[config.mk]
export PLATFORM = sky130hd
export DESIGN_NAME = apu_multichannel_flat
export DESIGN_NICKNAME = d
export VERILOG_FILES = /design/src/rtl/apu_multichannel_if.sv /design/src/rtl/apu_multichannel.sv /design/src/flat_wrapper.sv
export SDC_FILE = /design/constraint.sdc
export NUM_CORES = 1
export LEC_CHECK = 0
export ABC_AREA = 1
export CORE_UTILIZATION = 55
export DETAILED_ROUTE_END_ITERATION = 10
export PLACE_DENSITY = 0.83
export SLEW_MARGIN = 10
export SYNTH_ARGS = -nofsm -noshare
export SYNTH_HDL_FRONTEND = slang
export SYNTH_SLANG_ARGS = --single-unit
export TNS_END_PERCENT = 5
[constraint.sdc]
create_clock -name clk -period 5.5 [get_ports clk]
set_input_delay 0.55 -clock clk [delete_from_list [all_inputs] [get_ports clk]]
set_output_delay 0.55 -clock clk [all_outputs]
set_load 0.03 [all_outputs]
[src/rtl/apu_multichannel_if.sv]
// apu_multichannel_if: event strobes, per-channel tone config and audio outputs
interface apu_multichannel_if #(
   parameter int NUM_CH = 3,
   parameter int PERIOD_BITS = 16,
   parameter int DUR_BITS = 16
);
   logic [NUM_CH-1:0] trig;
   logic [NUM_CH*PERIOD_BITS-1:0] cfg_period;
   logic [NUM_CH*2-1:0] cfg_wave;
   logic [NUM_CH*DUR_BITS-1:0] cfg_dur;
   logic [NUM_CH-1:0] active;
   logic [NUM_CH-1:0] done;
   logic [7:0] level;
   logic sound;
   modport master (output trig, cfg_period, cfg_wave, cfg_dur, input active, done, level, sound);
   modport slave (input trig, cfg_period, cfg_wave, cfg_dur, output active, done, level, sound);
endinterface

[src/rtl/apu_multichannel.sv]
// apu_multichannel: NUM_CH one-shot tone channels with decaying envelopes, mixed to 1-bit PWM
module apu_multichannel #(
   parameter int NUM_CH = 3,
   parameter int PERIOD_BITS = 16,
   parameter int DUR_BITS = 16,
   parameter int MIX_MODE = 0,
   parameter logic [7:0] LFSR_SEED = 8'hA5
) (
   input logic clk,
   input logic reset_n,
   apu_multichannel_if.slave bus
);
   localparam int SUM_W = 8 + $clog2(NUM_CH);
   logic [PERIOD_BITS-1:0] per [NUM_CH];
   logic [PERIOD_BITS-1:0] phase [NUM_CH];
   logic [DUR_BITS-1:0] dur [NUM_CH];
   logic [DUR_BITS-1:0] dcnt [NUM_CH];
   logic [1:0] wave [NUM_CH];
   logic [3:0] vol [NUM_CH];
   logic [7:0] ramp [NUM_CH];
   logic [7:0] lfsr [NUM_CH];
   logic [7:0] amp [NUM_CH];
   logic [NUM_CH-1:0] play, sq, done_q;
   logic [7:0] level_q, level_next, pick, pwm_cnt;
   logic sound_q;
   logic [SUM_W-1:0] sum;

   assign bus.active = play;
   assign bus.done = done_q;
   assign bus.level = level_q;
   assign bus.sound = sound_q;

   // waveform sample scaled by the 4-bit envelope, full 12-bit product then top 8 bits
   function automatic logic [7:0] scale(input logic [1:0] w, input logic s, input logic [7:0] r,
                                        input logic [7:0] l, input logic [3:0] v);
      logic [7:0] x;
      logic [11:0] p;
      x = w == 2'd0 ? {8{s}} : w == 2'd1 ? r : w == 2'd2 ? l : 8'd0;
      p = x * v;
      return p[11:4];
   endfunction

   // per-channel sequencing: start/restart on trig, tone ticks and envelope decay while playing
   always_ff @(posedge clk or negedge reset_n)
      if (!reset_n) begin
         for (int c = 0; c < NUM_CH; c++) begin
            per[c] <= '0;
            phase[c] <= '0;
            dur[c] <= '0;
            dcnt[c] <= '0;
            wave[c] <= '0;
            vol[c] <= '0;
            ramp[c] <= '0;
            lfsr[c] <= LFSR_SEED;
         end
         play <= '0;
         sq <= '0;
         done_q <= '0;
      end else begin
         for (int c = 0; c < NUM_CH; c++) begin
            done_q[c] <= 1'b0;
            if (bus.trig[c]) begin
               play[c] <= 1'b1;
               vol[c] <= 4'd15;
               per[c] <= bus.cfg_period[c*PERIOD_BITS +: PERIOD_BITS];
               phase[c] <= bus.cfg_period[c*PERIOD_BITS +: PERIOD_BITS];
               dur[c] <= bus.cfg_dur[c*DUR_BITS +: DUR_BITS];
               dcnt[c] <= bus.cfg_dur[c*DUR_BITS +: DUR_BITS];
               wave[c] <= bus.cfg_wave[c*2 +: 2];
               sq[c] <= 1'b0;
               ramp[c] <= 8'd0;
            end else if (play[c]) begin
               phase[c] <= phase[c] == '0 ? per[c] : phase[c] - 1'b1;
               if (phase[c] == '0) begin
                  sq[c] <= ~sq[c];
                  ramp[c] <= ramp[c] + 8'd1;
                  lfsr[c] <= {lfsr[c][6:0], ^(lfsr[c] & 8'hB8)};
               end
               if (dcnt[c] != '0)
                  dcnt[c] <= dcnt[c] - 1'b1;
               else if (vol[c] > 4'd1) begin
                  vol[c] <= vol[c] - 4'd1;
                  dcnt[c] <= dur[c];
               end else begin
                  play[c] <= 1'b0;
                  vol[c] <= 4'd0;
                  done_q[c] <= 1'b1;
               end
            end
         end
      end

   // channel amplitudes and the mix: lowest active index wins, or clamped sum of all
   always_comb begin
      sum = '0;
      pick = 8'd0;
      for (int c = 0; c < NUM_CH; c++)
         amp[c] = play[c] ? scale(wave[c], sq[c], ramp[c], lfsr[c], vol[c]) : 8'd0;
      for (int c = NUM_CH - 1; c >= 0; c--)
         if (play[c]) pick = amp[c];
      for (int c = 0; c < NUM_CH; c++)
         sum = sum + SUM_W'(amp[c]);
      level_next = MIX_MODE == 1 ? (sum > SUM_W'(255) ? 8'hFF : sum[7:0]) : pick;
   end

   // registered level and PWM comparator against a free-running 8-bit counter
   always_ff @(posedge clk or negedge reset_n)
      if (!reset_n) begin
         level_q <= 8'd0;
         sound_q <= 1'b0;
         pwm_cnt <= 8'd0;
      end else begin
         level_q <= level_next;
         sound_q <= pwm_cnt < level_q;
         pwm_cnt <= pwm_cnt + 8'd1;
      end
endmodule
[src/flat_wrapper.sv]
// flat-port wrapper written by rule: the top's interface ports become plain ports
module apu_multichannel_flat 
#(
   parameter int NUM_CH = 3,
   parameter int PERIOD_BITS = 16,
   parameter int DUR_BITS = 16,
   parameter int MIX_MODE = 0,
   parameter logic [7:0] LFSR_SEED = 8'hA5
)
  (clk, reset_n, bus_trig, bus_cfg_period, bus_cfg_wave, bus_cfg_dur, bus_active, bus_done, bus_level, bus_sound);
  apu_multichannel_if #(.NUM_CH(NUM_CH), .PERIOD_BITS(PERIOD_BITS), .DUR_BITS(DUR_BITS)) bus_i ();
  input logic clk;
  input logic reset_n;
  input wire logic [$bits(bus_i.trig)-1:0] bus_trig;
  input wire logic [$bits(bus_i.cfg_period)-1:0] bus_cfg_period;
  input wire logic [$bits(bus_i.cfg_wave)-1:0] bus_cfg_wave;
  input wire logic [$bits(bus_i.cfg_dur)-1:0] bus_cfg_dur;
  output wire logic [$bits(bus_i.active)-1:0] bus_active;
  output wire logic [$bits(bus_i.done)-1:0] bus_done;
  output wire logic [$bits(bus_i.level)-1:0] bus_level;
  output wire logic [$bits(bus_i.sound)-1:0] bus_sound;
  assign bus_i.trig = bus_trig;
  assign bus_i.cfg_period = bus_cfg_period;
  assign bus_i.cfg_wave = bus_cfg_wave;
  assign bus_i.cfg_dur = bus_cfg_dur;
  assign bus_active = bus_i.active;
  assign bus_done = bus_i.done;
  assign bus_level = bus_i.level;
  assign bus_sound = bus_i.sound;
  apu_multichannel #(.NUM_CH(NUM_CH), .PERIOD_BITS(PERIOD_BITS), .DUR_BITS(DUR_BITS), .MIX_MODE(MIX_MODE), .LFSR_SEED(LFSR_SEED)) u_core (.clk(clk), .reset_n(reset_n), .bus(bus_i));
endmodule
### Cell classes on the final placement, run 1

Scale bar: 50 um.
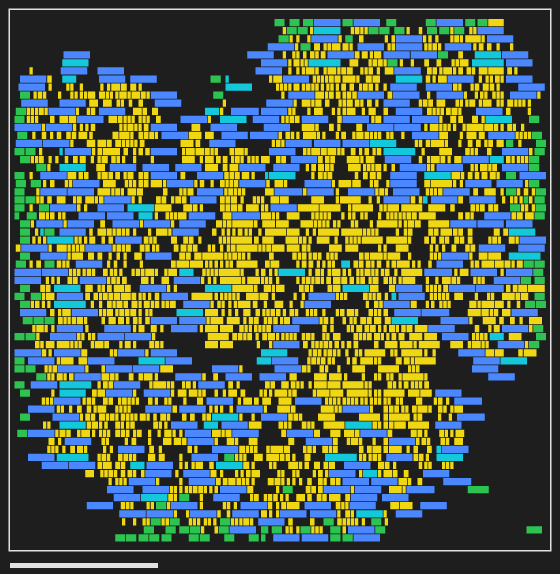
Key: yellow = combinational and other logic [cells 1,963, share of their area 52%]; cyan = clock drivers and dummy loads [cells 57, share of their area 5.9%]; green = remaining buffers and delay cells [cells 125, share of their area 6.2%]; blue = sequential cells [cells 284, share of their area 36%]
share of the final layout cell area in sequential cells: 34.6%
core area: 31,800 um2

### Clock routing, run 1

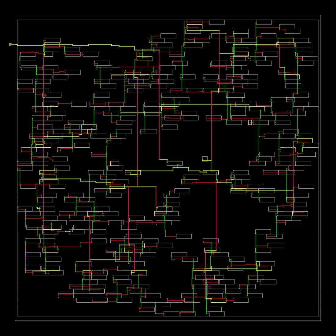
tally of clock buffers in the finished layout: 45
count of sequential standard cells: 284
Final Skew: 0.0126 ns

==> results.txt, run 1 <==
Results of an implementation run.

The via density per instance is 5.56. The inserted tap cell count is 435. The fraction of final cell area spent on clock buffers and inverters in this run is 5.79%. The placed wire-length estimate is 30,200 um.

In the synthesized netlist, mux cells make up 0% of the area. The flow ran to the end, but the final reports show violations. The repair_antennas step left the layout with diodes totalling 0.

The power in the clock group is 2.41 mW. For reference, full adder, half adder and majority cells occupy 8.65% of the area reported after synthesis. Sorting the synthesized cells by area gives the leading types as sky130_fd_sc_hd__dfrtp_1 (38%), sky130_fd_sc_hd__nand2_1 (13%), sky130_fd_sc_hd__o21ai_0 (5.4%).

The final reports fail on negative hold slack. Per the finish-stage timing summary, setup violations number 0. The worst-case hold slack is -0.0108 ns. Buffers inserted to repair hold after CTS numbered 0.

The count of clock tree sinks is 284. Gates resized during post-CTS repair numbered 0. The timing report attributes the biggest portion of critical-path delay to adder cells.

The slack of the worst reg-to-reg path is 1.61 ns. The number of multi-input combinational cells in the layout is 1,683. The most common logic cell in the final layout is sky130_fd_sc_hd__nand2_1. The wire length of the first global-routing pass is 72,400 um. Per the final timing report, the hold violations number 20.

With fillers left out, the area of the finished cells amounts to 20,600 um2. The launch point of the worst register-to-register path is recorded as u_core.wave[0]. The clock transition at the registers of the reported paths is 0.06 ns. The number of antenna violations at the first check in global routing is 0. The met2 global-route usage is 43.0%.
### Cell sizes after repair, run 1

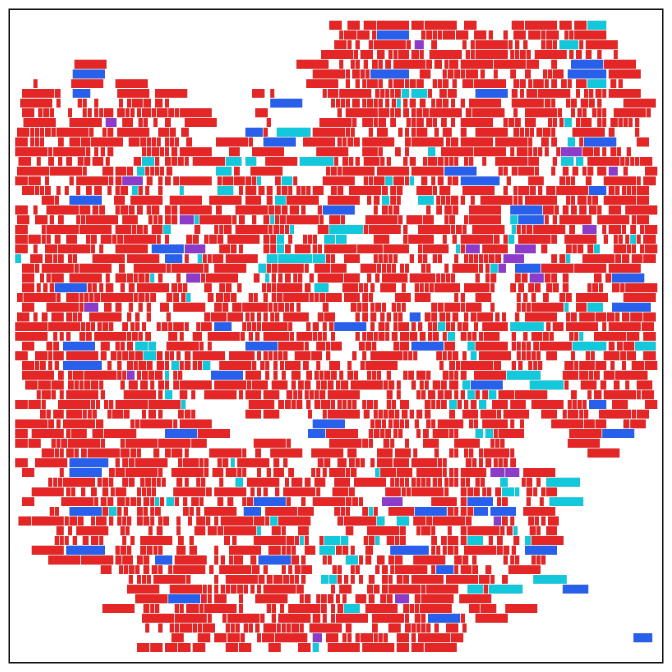
Key: cyan = _2 cells [cells 114, share 4.7%]; red = _0 and _1 cells [cells 2,236, share 92%]; blue = _6 and larger [cells 57, share 2.3%]; purple = _3 and _4 cells [cells 22, share 0.91%]

### M1 wires, run 1

Supply wires on this layer in gray.
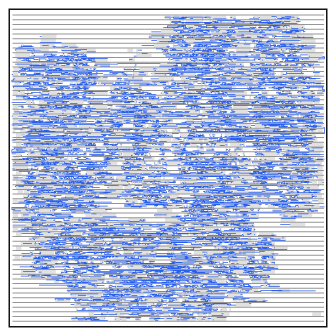
The wires run mostly horizontal. The layer carries 19,000 um of wire. The layer holds 45% of the routed length. The longest straight run is 44.2 um. 2,422 nets have wire on it.

### Clock network drawn from the DEF, run 1

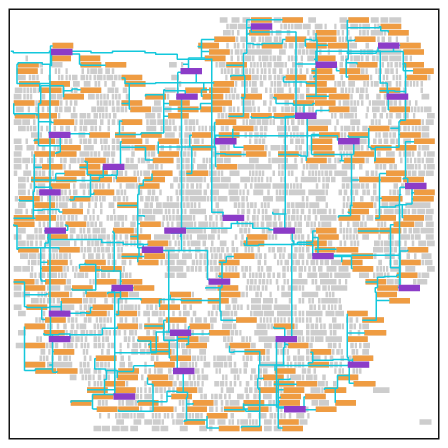

==> inputs of run 2 (changes only) <==
clock period = 4.05 ns   (was 5.5 ns; I/O delays follow)
### Clock network drawn from the DEF, run 2

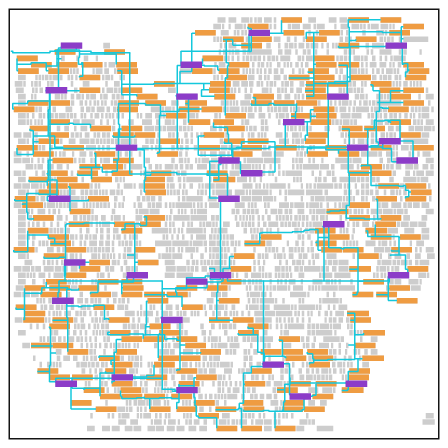
Key: purple = clock drivers [count 30]; orange = flip-flops [count 284]; cyan = clock wires [length 3,510 um]
Position of the flops: widely spread.

==> results.txt, run 2 <==
Results of an implementation run.

The placed wire-length estimate is 31,000 um (was 30,200 um). The final worst clock skew was 0.0134 ns (was 0.0126 ns). The met2 global-route usage is 43.4% (was 43.0%). The count of inserted antenna diode cells is 0 (unchanged). The power in the clock group is 2.83 mW (was 2.41 mW). The total global routing overflow is 0 (unchanged). The inserted tap cell count is 435 (unchanged). The final count of hold timing violations is 0 (was 20).

The number of resized instances in the post-cts repair step is 0 (unchanged). The clock network contribution to total cell area came to 4.95% (was 5.79%). The count of different cell masters after synthesis is 70 (unchanged).

The number of maximum-capacitance constraint violations is 0 (unchanged). Largest cells by area after synthesis: sky130_fd_sc_hd__dfrtp_1 (38%), sky130_fd_sc_hd__nand2_1 (13%), sky130_fd_sc_hd__o21ai_0 (5.4%) (unchanged). The mux contribution to synthesized area came to 0% (unchanged). The number of synthesis warnings is 0 (unchanged).

The post-synthesis async set-or-reset flop share was 100% (unchanged). The family with the most delay on the worst path is adder cells (unchanged). The quantity of hold-fixing buffers added after cts is 1 (was 0). The cell accounting for the most synthesized area is sky130_fd_sc_hd__dfrtp_1 (unchanged). The number of flip-flops and latches came to 284 (unchanged). The via density per instance is 5.56 (about the same). The number of multi-input combinational cells came to 1,683 (unchanged).

The switching power is 3.01 mW (was 2.25 mW). Outcome: completed (was finished, violations left). The area share of fa/ha/maj cells after synthesis was 8.65% (unchanged). The number of standard cells in the layout, taps in and fillers out is 2,874 (was 2,864).

The wire length of the first global-routing pass was 72,700 um (was 72,400 um). The slack of the worst reg-to-reg path came to 0.25 ns (was 1.61 ns). The final count of negative-setup-slack endpoints was 0 (unchanged).

The count of clock tree sinks is 284 (unchanged). The most numerous logic cell after layout is sky130_fd_sc_hd__nand2_1 (unchanged). The post-route cell area came to 20,500 um2 (was 20,600 um2).

The placeable core area is 31,800 um2 (unchanged). The growth of design area from synthesis to finish is 14.5% (was 15.0%). The power dissipated in combinational cells is 2.69 mW (was 1.96 mW). The worst-case hold slack is 0.263 ns (was -0.0108 ns). The uppermost metal layer occupied by signal nets is met4 (unchanged). The clock transition at the registers of the reported paths is 0.06 ns (about the same). The number of antenna violations at the first check in global routing is 0 (unchanged). The final-layout clock buffer total is 46 (was 45).

The flop share of the area was 34.7% (was 34.6%). The origin of the critical flop-to-flop path is u_core.wave[4] (was u_core.wave[0]). The share of synthesized cell area in and, or, nand and nor gates is 26.0% (unchanged).
### M1 wires, run 2

Supply wires on this layer in gray.
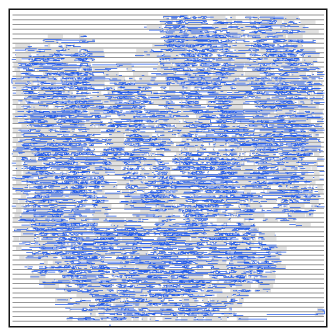
The layer carries 19,000 um of wire. 2,448 nets have wire on it. The longest straight run is 38.2 um. The wires run mostly horizontal.

### Clock routing, run 2

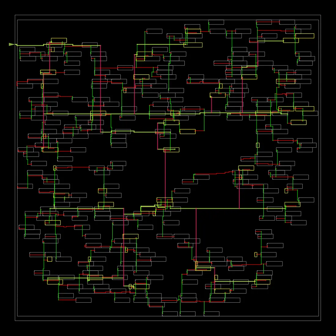

==> inputs of run 3 (changes only) <==
CTS_BUF_LIST = sky130_fd_sc_hd__clkbuf_4 sky130_fd_sc_hd__clkbuf_8   (was unset)
### Clock routing, run 3

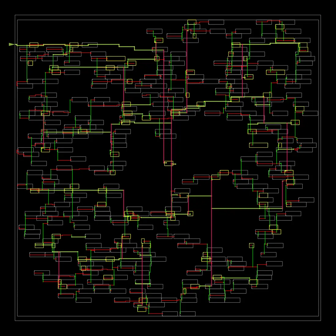
source-to-sink clock delay at the later pin of the worst-skew pair: 0.57 ns
clock-net power: 2.93 mW
number of buffers added by the clock tree synthesis step: 49

==> results.txt, run 3 <==
Results of an implementation run.

The worst setup slack after placement is 0.266 ns (unchanged). Largest cells by area after synthesis: sky130_fd_sc_hd__dfrtp_1 (38%), sky130_fd_sc_hd__nand2_1 (13%), sky130_fd_sc_hd__o21ai_0 (5.4%) (unchanged). The number of maximum-capacitance constraint violations is 0 (unchanged).

The mux contribution to synthesized area is 0% (unchanged). The clock network contribution to total cell area was 5.38% (was 4.95%). The cell count in the Yosys report was 2,310 (unchanged). The cell accounting for the most synthesized area is sky130_fd_sc_hd__dfrtp_1 (unchanged). The count of different cell masters after synthesis is 70 (unchanged). The critical path capture point is u_core.bus.level[7] (unchanged). The count of inserted antenna diode cells is 0 (unchanged). The total global routing overflow is 0 (unchanged). The post-route cell area is 20,600 um2 (was 20,500 um2). The final worst clock skew came to 0.0258 ns (was 0.0134 ns). The post-synthesis async set-or-reset flop share is 100% (unchanged).

The switching power is 3.09 mW (was 3.01 mW). The slack of the worst reg-to-reg path is 0.24 ns (was 0.25 ns). The wire length of the first global-routing pass is 72,900 um (was 72,700 um). Commonest non-fill, non-tap cells in the layout: sky130_fd_sc_hd__nand2_1 (607), sky130_fd_sc_hd__dfrtp_1 (272), sky130_fd_sc_hd__inv_1 (244) (unchanged). The number of flip-flops and latches is 284 (unchanged). The clock transition at the registers of the reported paths is 0.06 ns (about the same). The number of multi-input combinational cells was 1,683 (unchanged). The placed wire-length estimate is 31,000 um (unchanged). The uppermost metal layer occupied by signal nets was met4 (unchanged). The growth of design area from synthesis to finish was 15.0% (was 14.5%). The area share of fa/ha/maj cells after synthesis is 8.65% (unchanged).

The family with the most delay on the worst path is adder cells (unchanged). Outcome: completed (unchanged). The via density per instance is 5.53 (was 5.56).

The number of resized instances in the post-cts repair step is 0 (unchanged). The number of synthesis warnings is 0 (unchanged). The met2 global-route usage is 43.7% (was 43.4%). The inserted tap cell count came to 435 (unchanged).

The power dissipated in combinational cells came to 2.69 mW (about the same). The origin of the critical flop-to-flop path is u_core.wave[4] (unchanged). The number of standard cells in the layout, taps in and fillers out is 2,906 (was 2,874). The flop share of the area is 34.6% (was 34.7%). The most numerous logic cell after layout is sky130_fd_sc_hd__nand2_1 (unchanged). The worst-case hold slack is 0.264 ns (was 0.263 ns).

The final count of hold timing violations came to 0 (unchanged).
### Cell sizes after repair, run 3

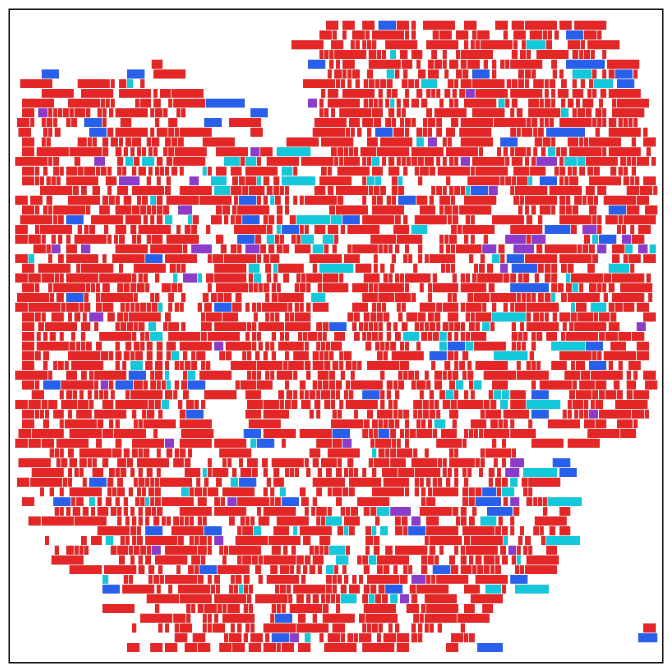
Key: blue = _6 and larger [cells 73, share 3.0%]; cyan = _2 cells [cells 122, share 4.9%]; purple = _3 and _4 cells [cells 45, share 1.8%]; red = _0 and _1 cells [cells 2,231, share 90%]

Power and IR drop assume default switching activity.
